### src/rtl/game_pkg.sv
// Shared types and helpers for the flappy game sequencer: FSM state codes,
// 2-digit BCD score type and its saturating increment / magnitude compare.
package game_pkg;

    typedef enum logic [2:0] {
        IDLE      = 3'd0,
        COUNTDOWN = 3'd1,
        RUN       = 3'd2,
        PAUSE     = 3'd3,
        DYING     = 3'd4,
        OVER      = 3'd5
    } state_t;

    typedef logic [7:0] bcd2_t;

    localparam int CD_DIGITS_DEF       = 3;
    localparam int TICKS_PER_DIGIT_DEF = 5;
    localparam int DYING_TICKS_DEF     = 10;
    localparam int OVER_HOLD_TICKS_DEF = 5;

    function automatic bcd2_t bcd2_inc_sat(input bcd2_t v);
        if (v == 8'h99)
            return v;
        if (v[3:0] == 4'd9)
            return {v[7:4] + 4'd1, 4'd0};
        return {v[7:4], v[3:0] + 4'd1};
    endfunction

    function automatic logic bcd2_gt(input bcd2_t a, input bcd2_t b);
        if (a[7:4] != b[7:4])
            return a[7:4] > b[7:4];
        return a[3:0] > b[3:0];
    endfunction

endpackage

### src/rtl/game_sync_edge.sv
// 2-flop synchroniser plus a history flop; gives the clean level, its rising
// edge and a toggle event. All three flops reset to RST_PREV.
module sync_edge #(
    parameter logic RST_PREV = 1'b0
) (
    input  logic clk_5Hz,
    input  logic rst,
    input  logic din,
    output logic level,
    output logic rise,
    output logic toggle
);
    logic s1, s2, prev;

    // Seeding the whole chain with RST_PREV means a button held through reset
    // looks "already pressed" and never produces a spurious rise.
    always_ff @(posedge clk_5Hz or posedge rst) begin
        if (rst) begin
            s1   <= RST_PREV;
            s2   <= RST_PREV;
            prev <= RST_PREV;
        end else begin
            s1   <= din;
            s2   <= s1;
            prev <= s2;
        end
    end

    assign level  = s2;
    assign rise   = s2 & ~prev;
    assign toggle = s2 ^ prev;

endmodule

### src/rtl/game_ctrl.sv
// Game sequencer: IDLE -> COUNTDOWN -> RUN <-> PAUSE -> DYING -> OVER -> IDLE,
// driving the bird/pipe datapath controls and tracking score / high score in BCD.
module game_ctrl
    import game_pkg::*;
#(
    parameter int CD_DIGITS       = CD_DIGITS_DEF,
    parameter int TICKS_PER_DIGIT = TICKS_PER_DIGIT_DEF,
    parameter int DYING_TICKS     = DYING_TICKS_DEF,
    parameter int OVER_HOLD_TICKS = OVER_HOLD_TICKS_DEF
) (
    input  logic       clk_5Hz,
    input  logic       rst,
    input  logic       btn_start,
    input  logic       btn_pause,
    input  logic       collision,
    input  logic       bruin_game_over,
    input  logic       pipe_pass_tgl,
    output logic       game_start,
    output logic       lose,
    output logic       game_rst,
    output logic [2:0] state,
    output logic [1:0] countdown,
    output logic [7:0] score_bcd,
    output logic [7:0] high_bcd,
    output logic       new_high
);
    localparam int          NUM_IN    = 5;
    localparam int          I_START   = 0;
    localparam int          I_PAUSE   = 1;
    localparam int          I_COLL    = 2;
    localparam int          I_FLOOR   = 3;
    localparam int          I_PIPE    = 4;
    localparam logic [4:0]  RST_MASK  = 5'b00011;
    localparam logic [1:0]  CD_INIT   = 2'(CD_DIGITS);
    localparam logic [7:0]  CD_LAST   = 8'(TICKS_PER_DIGIT - 1);
    localparam logic [7:0]  DIE_LAST  = 8'(DYING_TICKS - 1);
    localparam logic [7:0]  HOLD_CNT  = 8'(OVER_HOLD_TICKS);

    logic [NUM_IN-1:0] din, lvl, rise, tgl;
    assign din = {pipe_pass_tgl, bruin_game_over, collision, btn_pause, btn_start};

    for (genvar i = 0; i < NUM_IN; i++) begin : g_sync
        sync_edge #(.RST_PREV(RST_MASK[i])) u_sync (
            .clk_5Hz (clk_5Hz),
            .rst     (rst),
            .din     (din[i]),
            .level   (lvl[i]),
            .rise    (rise[i]),
            .toggle  (tgl[i])
        );
    end

    logic start_rise, pause_rise, death, pipe_evt;
    assign start_rise = rise[I_START];
    assign pause_rise = rise[I_PAUSE];
    assign death      = lvl[I_COLL] | lvl[I_FLOOR];
    assign pipe_evt   = tgl[I_PIPE];

    logic unused;
    assign unused = ^{lvl[I_START], lvl[I_PAUSE], lvl[I_PIPE], rise[4:2], tgl[3:0]};

    state_t     cur, nxt;
    logic [7:0] cnt;
    logic       cd_wrap, hold_done;

    assign cd_wrap   = (cnt == CD_LAST);
    assign hold_done = (cnt >= HOLD_CNT);
    assign state     = cur;

    always_comb begin
        nxt = cur;
        case (cur)
            IDLE:      if (start_rise) nxt = COUNTDOWN;
            COUNTDOWN: if (cd_wrap && countdown == 2'd1) nxt = RUN;
            RUN: begin
                if (death)           nxt = DYING;
                else if (pause_rise) nxt = PAUSE;
            end
            PAUSE:     if (pause_rise || start_rise) nxt = RUN;
            DYING:     if (cnt == DIE_LAST) nxt = OVER;
            OVER:      if (hold_done && start_rise) nxt = IDLE;
            default:   nxt = IDLE;
        endcase
    end

    always_ff @(posedge clk_5Hz or posedge rst) begin
        if (rst) begin
            cur        <= IDLE;
            cnt        <= '0;
            game_start <= 1'b0;
            lose       <= 1'b0;
            game_rst   <= 1'b0;
            countdown  <= '0;
            score_bcd  <= '0;
            high_bcd   <= '0;
            new_high   <= 1'b0;
        end else begin
            cur        <= nxt;
            game_start <= (nxt == RUN) || (nxt == DYING);
            lose       <= (nxt == DYING) || (nxt == OVER);
            game_rst   <= 1'b0;
            case (cur)
                IDLE: if (nxt == COUNTDOWN) begin
                    countdown <= CD_INIT;
                    cnt       <= '0;
                    score_bcd <= '0;
                    new_high  <= 1'b0;
                    game_rst  <= 1'b1;
                end
                COUNTDOWN: begin
                    if (cd_wrap) begin
                        cnt       <= '0;
                        countdown <= countdown - 2'd1;
                    end else begin
                        cnt <= cnt + 8'd1;
                    end
                end
                // death and pause outrank a same-cycle pipe event
                RUN: begin
                    if (nxt == DYING)
                        cnt <= '0;
                    else if (nxt == RUN && pipe_evt)
                        score_bcd <= bcd2_inc_sat(score_bcd);
                end
                DYING: begin
                    if (nxt == OVER) begin
                        cnt <= '0;
                        if (bcd2_gt(score_bcd, high_bcd)) begin
                            high_bcd <= score_bcd;
                            new_high <= 1'b1;
                        end
                    end else begin
                        cnt <= cnt + 8'd1;
                    end
                end
                OVER: begin
                    if (nxt == IDLE)
                        game_rst <= 1'b1;
                    else if (!hold_done)
                        cnt <= cnt + 8'd1;
                end
                default: ;
            endcase
        end
    end

endmodule

### config.mk
export PLATFORM = sky130hd
export DESIGN_NAME = game_ctrl
export DESIGN_NICKNAME = d
export VERILOG_FILES = /design/src/rtl/game_pkg.sv /design/src/rtl/game_sync_edge.sv /design/src/rtl/game_ctrl.sv
export SDC_FILE = /design/constraint.sdc
export NUM_CORES = 1
export LEC_CHECK = 0
export ABC_AREA = 1
export CAP_MARGIN = 30
export CORE_AREA = 3 3 88 65
export CTS_BUF_LIST = sky130_fd_sc_hd__clkbuf_8
export CTS_CLUSTER_SIZE = 40
export DETAILED_ROUTE_END_ITERATION = 6
export DIE_AREA = 0 0 91 68
export GPL_TIMING_DRIVEN = 0
export PLACE_DENSITY = 0.88
export SETUP_SLACK_MARGIN = 0.15
export SYNTH_ARGS = -nofsm -noshare
export SYNTH_HDL_FRONTEND = slang
export SYNTH_SLANG_ARGS = --single-unit
### constraint.sdc
create_clock -name clk_5Hz -period 2 [get_ports clk_5Hz]
set_clock_uncertainty 0.1 [all_clocks]
set_input_delay 0.3 -clock clk_5Hz [delete_from_list [all_inputs] [get_ports clk_5Hz]]
set_output_delay 0.3 -clock clk_5Hz [all_outputs]
set_load 0.005 [all_outputs]
run_1/pdn.png
The bar under the picture is 20 um long. Pins as bars on the die edge.
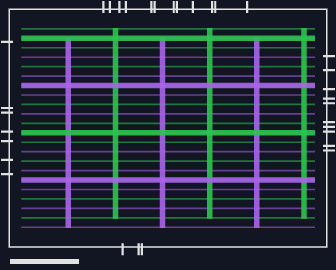
| colour | net |
|---|---|
| purple | VSS |
| green | VDD |
met1 rails: 22
met5 straps: 4
met4 straps: 6
rows: 21
signal pins: 32
worst vdd ir: 0.000536 V
area of the core: 4830 um^2

run_1/cell_classes.png
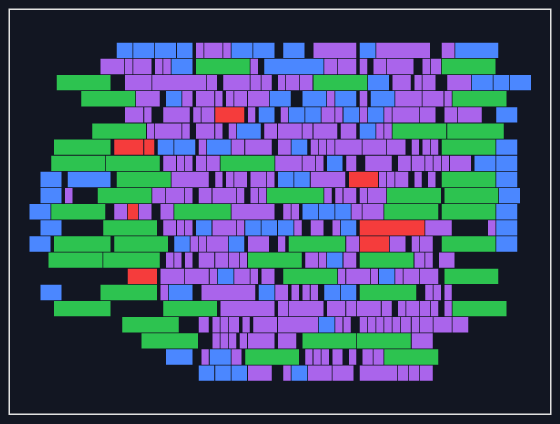
| colour | class | cells | share of their area |
|---|---|---|---|
| blue | other buffers and delay cells | 74 | 19% |
| green | flops | 46 | 33% |
| red | clock drivers and dummy loads | 8 | 3.0% |
| purple | all other logic | 243 | 45% |

run_1/clock_map.png
The bar under the picture is 20 um long.
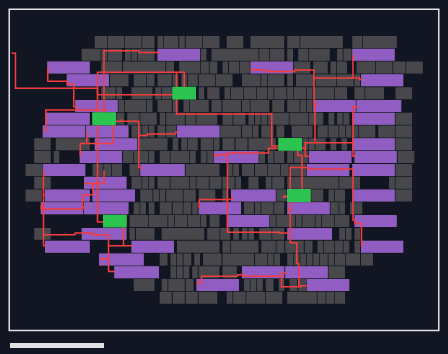
[purple] flip-flops | count: 46
[green] cells driving clock nets | count: 5
[red] clock wires | length: 567 um
routed clock nets: 6
P_clk: 0.000707 W
clock network power share: 20.2%

-- run 1: state kept, by name, summed over array words and instances, names as in the netlist, 2 cells and up --
name                 flops
cnt                      8
high_bcd                 8
score_bcd                8
g_sync.u_sync.level      5
g_sync.u_sync.s1         5
g_sync.u_sync.prev       3
state                    3
countdown                2
-- run 1: worst max-delay path, stage by stage (launching register included) --
cell and delay, ps:
dfrtp_2 480, inv_2 170, nand2_1 140, nor2_4 170, nand2_4 90, buf_4 140
nand3_2 170, nand2_1 90, inv_1 180, nand3_4 130, nand2_1 110, nand2_1 70
-- run 1: repair_timing --
| item | in CTS | in global routing |
|---|---|---|
| gates resized | 28 | 48 |
| buffers inserted | 22 | 16 |
| gates cloned | 1 | 0 |
| pin swaps | 13 | 26 |
| endpoints found under the setup margin | 25 | 28 |
==> job_summary.md, run 1 <==
### Metrics collected by this job

| Metric | Value |
|---|---|
| # DRC | 1 |
| CP endpoint | score_bcd[6] |
| Via density per instance | about 6 |
| Rel. slew slack | a little under 60% |
| Pint | 0.00210 W |
| Largest net degree at the start of global routing | just over 40 |
| Utilization after layout | between 70 and 80% |
| Flop-to-flop setup slack | -150 ps |
| Inverters | 42 |
| Grt ovf | 0 |
| Total clock buffers created by CTS | 5 |
| Clock transition at path regs | about 90 ps |
| # setup viols final | 24 |
| Worst setup slack after layout | -146 ps |
| Top Usage Layer GRT | met2 |
| Top pwr grp | combinational logic |
| Status | complete, but fails checks |
| Max Root-Sink Buffers | 2 |
| Dpl hpwl | 3880 um |
| 1st-pass router iterations | 7 |
| Violated checks | DRC, setup timing |
| Worst Setup SP | state[1] |
run_1/metal_stack.png
The bar under the picture is 20 um long.
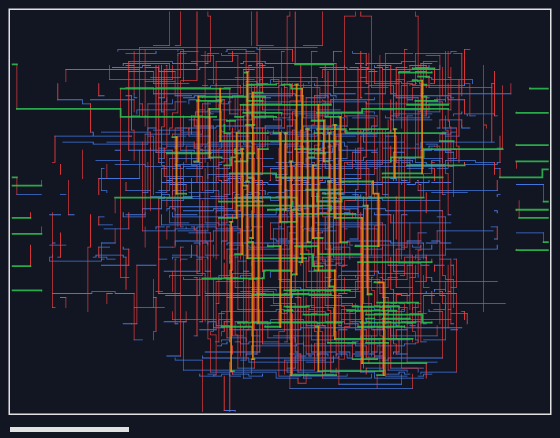

==> run 2, diff against run 1 <==
- CORE_AREA: 3 3 88 65 -> 2 2 87 64
- DIE_AREA: 0 0 91 68 -> 0 0 89 66
run_2/metal_stack.png
The bar under the picture is 20 um long.
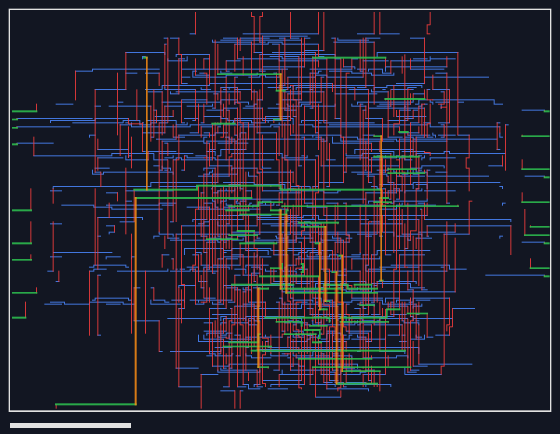
| colour | layer | wire length |
|---|---|---|
| red | met2 | 2850 um |
| orange | met4 | 186 um |
| green | met3 | 464 um |
| blue | met1 | 2840 um |
gr usage total: 20.6%
via count: 2303

==> job_summary.md, run 2 <==
### Metrics collected by this job

| Metric | Value |
|---|---|
| Max Root-Sink Buffers | 2 |
| Peak Freq | between 400 and 500 MHz |
| Status | complete, but fails checks |
| Clock transition at path regs | 90 ps |
| Post-cts resize count | 16 |
| Grt ovf | 0 |
| Pint | between 0.0015 and 0.002 W |
| # DRC | 0 |
| Top pwr grp | combinational logic |
| # setup viols final | 13 |
| Worst vdd ir | 0.000528 V |
| Via density per instance | between 5 and 6 |
| Worst setup slack after layout | -43.1 ps |
| Rel. slew slack | roughly three fifths |
| Total clock buffers created by CTS | 5 |
| Initial Util | 50.5% |
| Synth logic family | simple AND/OR/NAND/NOR gates |
| Distinct lib cells | 36 |
| Setup crit start kind | flop |
| Clock network power share | ~18% |
| Worst Setup SP | score_bcd[7] |
| Max-slew violation count | 0 |
| 1st-pass router iterations | 5 |
| Violated checks | setup timing |
| Top Usage Layer GRT | met2 |
| Area of the core | between 5000 and 6000 um^2 |
| Largest net degree at the start of global routing | 33 |
run 2: metrics by stage:
stage | util, % | hold slack [ps] | setup TNS [ps]
detailed placement | 59.0 | 236 | -427
finish | 68.2 | 166 | -328
CTS | 65.0 | 174 | 0
global placement | 58.6 | 233 | -14910
global route | 68.2 | 198 | -2420
floorplan | - | 204 | 0
run 2: layout make-up:
type                       count  area share [%]
tap                           72            2.61
timing repair buffer          62            17.0
multi-input combinational    201            38.6
sequential                    46            33.7
clock inverter                 3           0.398
clock buffer                   5            1.99
buffer                         3            1.01
inverter                      42            4.64
run 2: worst max-delay path: stages, from the launching register on:
cell     delay [ps]
dfrtp_1         450
ha_1            360
nand2_1          70
o21ai_0         240
nand2_1          90
nand2_1          80
nand2_1         100
inv_2           120
nand2_8          80
buf_12          140
nand2_2          50
o21ai_2          50
run_2/clock_map.png
The bar under the picture is 20 um long.
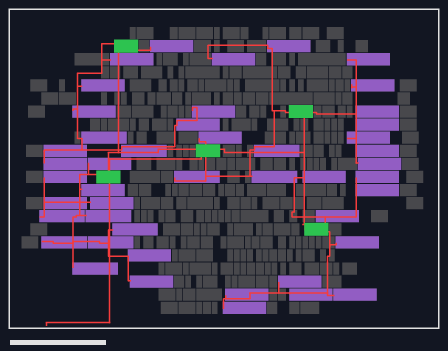

==> run 3, diff against run 2 <==
- CELL_PAD_IN_SITES_DETAIL_PLACEMENT: unset -> 1
- CELL_PAD_IN_SITES_GLOBAL_PLACEMENT: unset -> 2
- CORE_AREA: 2 2 87 64 -> 2 2 110 80
- DIE_AREA: 0 0 89 66 -> 0 0 112 82
- PLACE_DENSITY: 0.88 -> 0.89
run_3/clock_map.png
The bar under the picture is 20 um long.
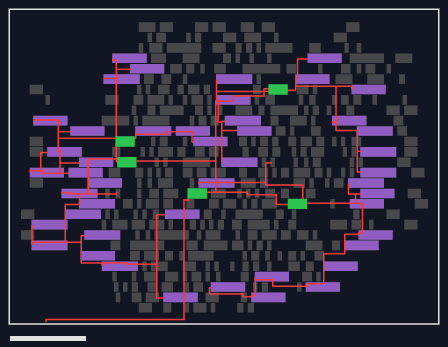
[purple] flip-flops | count: 46
[green] cells driving clock nets | count: 5
[red] clock wires | length: 653 um
routed clock nets: 6
flops lie: widely spread

==> job_summary.md, run 3 <==
### Metrics collected by this job

| Metric | Value |
|---|---|
| Rel. slew slack | ~74% |
| Worst vdd ir | about 0.00048 V |
| Hold_buf cts | 0 |
| # setup viols final | 0 |
| And+or+nand+nor area frac | between 20 and 30% |
| Max Root-Sink Buffers | 2 |
| Main flop type | dfrtp_1 |
| CP top delay family | simple AND/OR/NAND/NOR gates |
| Post-CTS Setup Inserts | 20 |
| Slowest stage delay, CP | about 490 ps |
| Via count | around 2200 |
| Worst path depth | 14 |
| Top Usage Layer GRT | met2 |
| 1st-pass router iterations | 4 |
| Crit-path cells | nor2_4, inv_2, nor2_4, nand2_4, nand3_2, nor2_4, buf_4, nand2_4, nand2_4, inv_4, nand2_8, buf_12, nand2_2, o21ai_2 |
| Largest net degree at the start of global routing | 31 |
| LEAKAGE | roughly 1.7 nW |
| # DRC | 0 |
| Worst setup slack after layout | around 15 ps |
| Setup TNS | 0 ps |
| Max-slew violation count | 0 |
| Grt ovf | 0 |
| # nets final | around 390 |
| Area of the core | 8200 um^2 |
| CP max-delay cell | dfrtp_2 |
| Via density per instance | approximately 4.8 |
| Peak Freq | between 500 and 600 MHz |
| Distinct lib cells | 36 |
| Count leader, synth | nand2_1 |
| Highest routed layer | met4 |
| Synth logic family | simple AND/OR/NAND/NOR gates |
| Wire length per cell | ~15 um |
| YS warnings | 0 |
| Initial Util | between 30% and 40% |
| Buf+Inv Stages, Crit Path | 4 |
| Status | finished clean |
| Gr usage total | between 10% and 20% |
| Cell Area, Placed | between 3000 and 4000 um^2 |
| Dpl hpwl | about 4900 um |
| Largest regs | cnt (8), high_bcd (8), score_bcd (8) |
| Utilization after layout | around 44% |
| Flop-to-flop setup slack | 10 ps |
| CP Class | flop to flop |
| Worst Setup SP | state[2] |
| WHS | 192 ps |
| Routed length on met1 | 3400 um |
| Total clock buffers created by CTS | 5 |
| CP endpoint | high_bcd[4] |
==> run 3: cell counts after synthesis <==
No cell type changed its count.
==> run 3: layout make-up <==
| class | count | area (um^2) | share of cell area (%) |
|---|---|---|---|
| Inverter | 42 | 163 | 4.52 |
| Multi-Input combinational cell | 201 | 1390 | 38.7 |
| Clock inverter | 2 | 7.51 | 0.208 |
| Tap cell | 105 | 131 | 3.65 |
| Clock buffer | 5 | 68.8 | 1.91 |
| Sequential cell | 46 | 1170 | 32.5 |
| Buffer | 3 | 38.8 | 1.08 |
| Timing Repair Buffer | 65 | 627 | 17.4 |
==> run 3: report_power, final <==
group	switching, W	internal, W	total, W
combinational	0.000896	0.000664	0.00156
clock	0.000311	0.000231	0.000542
sequential	0.0000930	0.00104	0.00113
Power and IR drop assume default switching activity.
